$ cat src/rtl/sns_multiplier_if.sv
// Handshake/operand bundle for the shift-and-add fractional multiplier.
// The requester drives start and the operands; the multiplier returns busy,
// done and the saturated product.
interface sns_multiplier_if;
  logic       start;
  logic [7:0] frac_val;
  logic [7:0] multiplicand;
  logic       busy;
  logic       done;
  logic [7:0] product;

  modport master (
    output start,
    output frac_val,
    output multiplicand,
    input  busy,
    input  done,
    input  product
  );

  modport slave (
    input  start,
    input  frac_val,
    input  multiplicand,
    output busy,
    output done,
    output product
  );
endinterface

$ cat src/rtl/sns_multiplier.sv
// Sequential MSB-first shift-and-add multiplier that applies a Q1.7 weight
// (128 == 1.0) to an 8-bit operand. One weight bit is consumed per cycle over
// eight RUN cycles. The exact 16-bit product is then rounded half-up by 2^7
// and saturated to 8 bits.
module sns_multiplier (
  input logic          clk,
  input logic          rst,
  sns_multiplier_if.slave bus
);

  typedef enum logic [1:0] {
    S_IDLE = 2'd0,
    S_RUN  = 2'd1,
    S_DONE = 2'd2
  } state_t;

  state_t      r_state;
  state_t      w_state_next;
  logic [7:0]  r_f;
  logic [7:0]  r_m;
  logic [15:0] r_acc;
  logic [2:0]  r_cnt;
  logic [7:0]  r_product;
  logic        r_busy;
  logic        r_done;

  logic        w_accept;
  logic        w_last;
  logic [15:0] w_addend;
  logic [15:0] w_acc_next;
  logic [15:0] w_sum;
  logic [9:0]  w_round;
  logic [7:0]  w_sat;

  // Next-state logic: a request is honoured only from IDLE or DONE.
  always_comb begin
    w_state_next = r_state;
    case (r_state)
      S_IDLE: begin
        if (bus.start) w_state_next = S_RUN;
        else           w_state_next = S_IDLE;
      end
      S_RUN: begin
        if (r_cnt == 3'd7) w_state_next = S_DONE;
        else               w_state_next = S_RUN;
      end
      S_DONE: begin
        if (bus.start) w_state_next = S_RUN;
        else           w_state_next = S_IDLE;
      end
      default: w_state_next = S_IDLE;
    endcase
  end

  // Control strobes and the accumulate/round/saturate arithmetic.
  // The final step's accumulator value is rounded directly so that the
  // product register can load on the same edge as the last accumulate.
  always_comb begin
    w_accept   = 1'b0;
    w_last     = 1'b0;
    w_addend   = 16'd0;
    w_acc_next = 16'd0;
    w_sum      = 16'd0;
    w_round    = 10'd0;
    w_sat      = 8'd0;

    if ((r_state == S_IDLE) || (r_state == S_DONE)) w_accept = bus.start;
    else                                            w_accept = 1'b0;

    if ((r_state == S_RUN) && (r_cnt == 3'd7)) w_last = 1'b1;
    else                                       w_last = 1'b0;

    if (r_f[3'd7 - r_cnt]) w_addend = {8'd0, r_m};
    else                   w_addend = 16'd0;

    w_acc_next = {r_acc[14:0], 1'b0} + w_addend;
    // At most 65025 + 64, so the 16-bit sum cannot overflow.
    w_sum      = w_acc_next + 16'd64;
    w_round    = {1'b0, w_sum[15:7]};

    if (w_round > 10'd255) w_sat = 8'd255;
    else                   w_sat = w_round[7:0];
  end

  // State register.
  always_ff @(posedge clk) begin
    if (rst) r_state <= S_IDLE;
    else     r_state <= w_state_next;
  end

  // Registered status outputs, derived from the next state so they align with it.
  always_ff @(posedge clk) begin
    if (rst) begin
      r_busy <= 1'b0;
      r_done <= 1'b0;
    end else begin
      r_busy <= (w_state_next == S_RUN);
      r_done <= (w_state_next == S_DONE);
    end
  end

  // Datapath: latch operands on acceptance, then shift-and-add once per RUN cycle.
  always_ff @(posedge clk) begin
    if (rst) begin
      r_f       <= 8'd0;
      r_m       <= 8'd0;
      r_acc     <= 16'd0;
      r_cnt     <= 3'd0;
      r_product <= 8'd0;
    end else if (w_accept) begin
      r_f   <= bus.frac_val;
      r_m   <= bus.multiplicand;
      r_acc <= 16'd0;
      r_cnt <= 3'd0;
    end else if (r_state == S_RUN) begin
      r_acc <= w_acc_next;
      r_cnt <= r_cnt + 3'd1;
      if (w_last) r_product <= w_sat;
      else        r_product <= r_product;
    end else begin
      r_acc     <= r_acc;
      r_cnt     <= r_cnt;
      r_product <= r_product;
    end
  end

  assign bus.busy    = r_busy;
  assign bus.done    = r_done;
  assign bus.product = r_product;

endmodule

$ cat src/flat_wrapper.sv
// flat-port wrapper written by rule: the top's interface ports become plain ports
module sns_multiplier_flat 
  (clk, rst, bus_start, bus_frac_val, bus_multiplicand, bus_busy, bus_done, bus_product);
  sns_multiplier_if bus_i ();
  input logic clk;
  input logic rst;
  input wire logic [$bits(bus_i.start)-1:0] bus_start;
  input wire logic [$bits(bus_i.frac_val)-1:0] bus_frac_val;
  input wire logic [$bits(bus_i.multiplicand)-1:0] bus_multiplicand;
  output wire logic [$bits(bus_i.busy)-1:0] bus_busy;
  output wire logic [$bits(bus_i.done)-1:0] bus_done;
  output wire logic [$bits(bus_i.product)-1:0] bus_product;
  assign bus_i.start = bus_start;
  assign bus_i.frac_val = bus_frac_val;
  assign bus_i.multiplicand = bus_multiplicand;
  assign bus_busy = bus_i.busy;
  assign bus_done = bus_i.done;
  assign bus_product = bus_i.product;
  sns_multiplier u_core (.clk(clk), .rst(rst), .bus(bus_i));
endmodule
$ cat config.mk
export PLATFORM = sky130hd
export DESIGN_NAME = sns_multiplier_flat
export DESIGN_NICKNAME = d
export VERILOG_FILES = /design/src/rtl/sns_multiplier_if.sv /design/src/rtl/sns_multiplier.sv /design/src/flat_wrapper.sv
export SDC_FILE = /design/constraint.sdc
export NUM_CORES = 1
export LEC_CHECK = 0
export CORE_MARGIN = 2
export CORE_UTILIZATION = 29
export DETAILED_ROUTE_END_ITERATION = 7
export GPL_ROUTABILITY_DRIVEN = 0
export MAX_ROUTING_LAYER = met4
export SETUP_SLACK_MARGIN = 0.02
export SYNTH_ARGS = -nofsm -noshare
export SYNTH_HDL_FRONTEND = slang
export SYNTH_SLANG_ARGS = --single-unit
$ cat constraint.sdc
create_clock -name clk -period 3.5 [get_ports clk]
set_input_delay 1.05 -clock clk [delete_from_list [all_inputs] [get_ports clk]]
set_output_delay 1.05 -clock clk [all_outputs]
set_load 0.02 [all_outputs]
### Congestion heat map

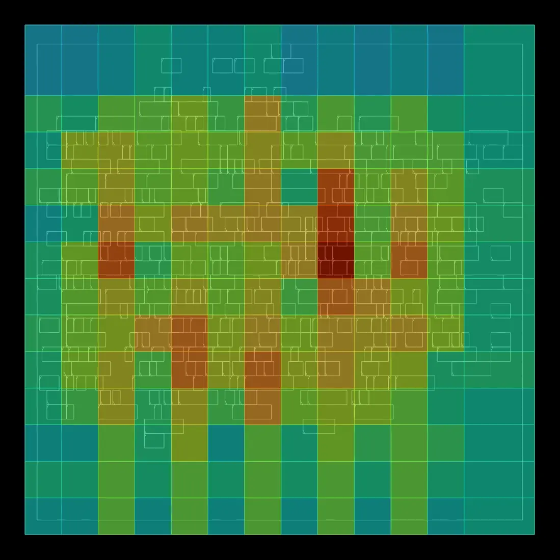
M3 GR Usage: 0.0305
met2 Resource Use GR: 0.214
Final Util: 0.395

### Routed metal, one colour a layer

Bar = 20 um.
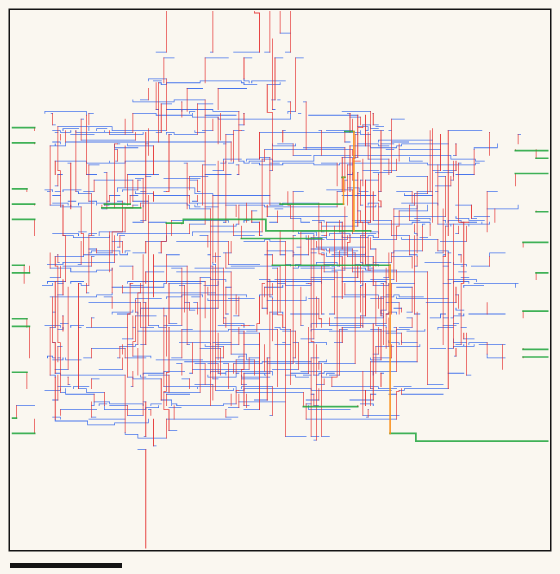
legend:
  blue:
    layer: M1
    wire_length: 2520 um
  red:
    layer: M2
    wire_length: 2500 um
  orange:
    layer: M4
    wire_length: 52.4 um
  green:
    layer: M3
    wire_length: 209 um
drt wl/cell: 11.7 um
drt total wl: 5280 um

### Placement density heat map

10 x 10 tiles, from dark blue (low) to red (high), 0 to 100% covered.
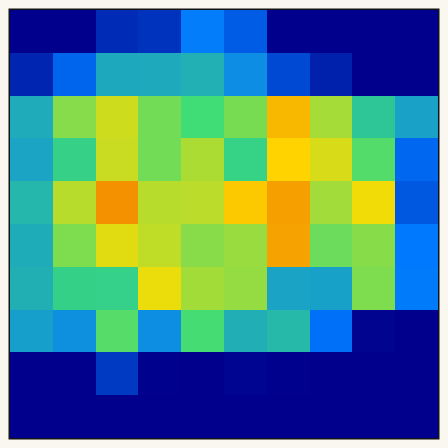
tiles over 75% full: 6.0%
fullest tile: 84%
emptiest ninth of the die: lower right
mean over tiles: 34%
nearly empty tiles: 29%
densest ninth of the die: centre
core area: 0.00822 mm2
Starting Density: 0.299

==> results.cfg <==
; yosys + openroad results
[drt]
drcViolationCount = 0
avgViaCountPerCell = 4.72

[cts]
cts_max_level = 2
cts.sinks = 46

[timing]
layout_worst_path_cycle_share = 0.987
setup_violations = 0
fin_tns_setup_ns = 0

[global_route]
antenna_found_initial = 0
grt_usage = 0.128

[min_path]
hold_depth = 2

[setup_path]
arrival_ns = 3.60
regToRegSetupSlack_ns = 0.05
path_cells = mux4_2 -> mux2i_4 -> buf_4 -> nor2b_1 -> ha_1 -> o211ai_2 -> o211ai_2 -> nand3_1 -> xor2_1 -> nand3b_1 -> nor4_4 -> xor2_2 -> a311oi_1
path_common_cell = o211ai_2

[job]
max_cap_violations = 0
tool_warnings = 28

[yosys]
xor_area_frac = 0.0819
ys_seq_frac = 0.375
synth_chip_area_mm2 = 0.00246

[cells_and_area]
signal_buffers = 57
nonClkBufAreaFrac = 0.154

[status]
status = finished, final reports clean

[power]
p_leak_nw = 1.16
### Clock wires, drivers and flops

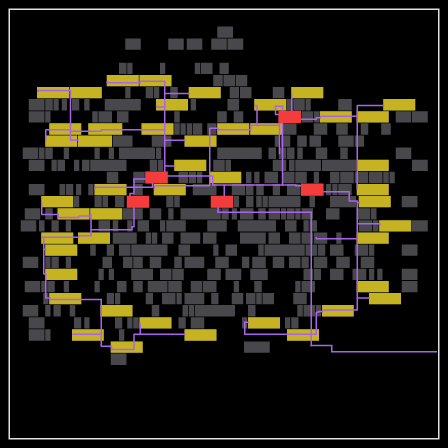
legend:
  red:
    item: clock-net drivers
    count: 5
  yellow:
    item: flip-flops
    count: 46
  purple:
    item: clock wires
    length: 589 um
routed clock nets: 6
Clock Skews: 0.00820 ns
clock share of power: 0.317
clock-net power: 0.000319 W
clk latency late pin: 0.30 ns

### Selected gate families

Bar = 20 um.
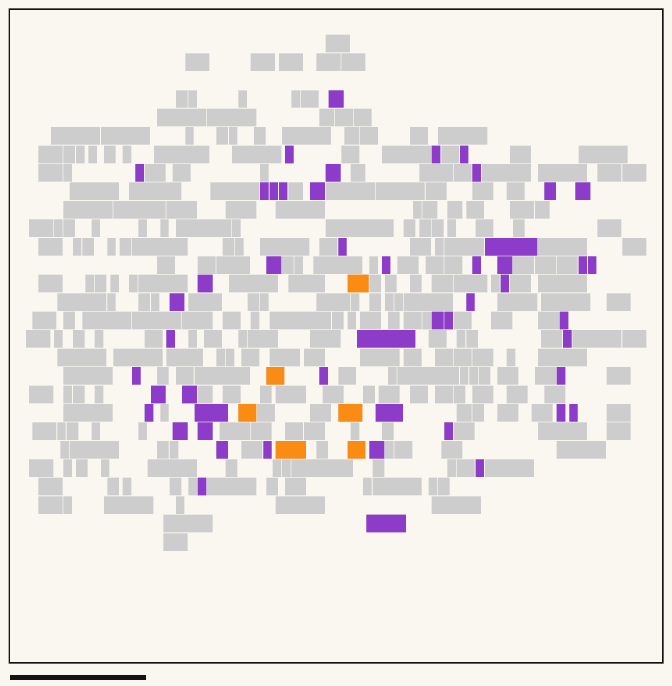
legend:
  orange:
    family: non-inverting ao/oa cells
    cells: 6
    most_used: o21a_1
  purple:
    family: nor cells
    cells: 50
    most_used: nor2_1
tally of non-filler cells in the final layout: 453
fraction of area in multi-input gates: 0.487
most frequent logic cell in the layout: nand2_1

timing repair:
action	4_1_cts	5_1_grt
pin swaps	11	11
setup buffers	2	3
gates cloned	0	0
endpoints found under the setup margin	7	8
gates resized	11	10
state kept, by name, indices dropped and copies added, names as in the netlist:
name / flops
u_core.r_acc: 15
u_core.bus.product: 8
u_core.r_f: 8
u_core.r_m: 8
u_core.r_cnt: 3
u_core.r_state: 2
u_core.bus.busy: 1
u_core.bus.done: 1
synthesized netlist by cell type (2+ instances only):
master and instances:
o21a_1 2, buf_2 2, mux4_2 2, clkbuf_1 14, nand2_1 61, and3_1 2, nor2b_1 12, dfxtp_1 46
ha_1 10, a211oi_1 6, xor2_1 9, a21oi_1 32, o21ai_2 2, a211oi_2 2, nand2b_1 4, nand3_1 11
o211ai_2 2, o21ai_0 3, a311oi_1 7, nor3_1 4, inv_1 6, xnor2_1 9, o21ai_1 2, nor2_1 29
power breakdown:
| part | leakage [nW] | switching [W] | total [W] | internal, W |
|---|---|---|---|---|
| sequential | 0.375 | 0.0000126 | 0.000554 | 0.000542 |
| combinational | 0.738 | 0.0000660 | 0.000132 | 0.0000657 |
| clock | 0.0452 | 0.000178 | 0.000319 | 0.000141 |
cell usage in the layout (no fill, tap or decap), types with 5 or more instances in the layout:
| cell | instances |
|---|---|
| a211oi_1 | 6 |
| a21oi_1 | 28 |
| a311oi_1 | 7 |
| buf_4 | 29 |
| clkbuf_8 | 5 |
| clkdlybuf4s50_1 | 28 |
| dfxtp_1 | 44 |
| ha_1 | 5 |
| inv_1 | 5 |
| nand2_1 | 61 |
| nand3_1 | 11 |
| nor2_1 | 29 |
| nor2b_1 | 12 |
| xnor2_1 | 9 |
| xor2_1 | 7 |
Power and IR drop assume default switching activity.
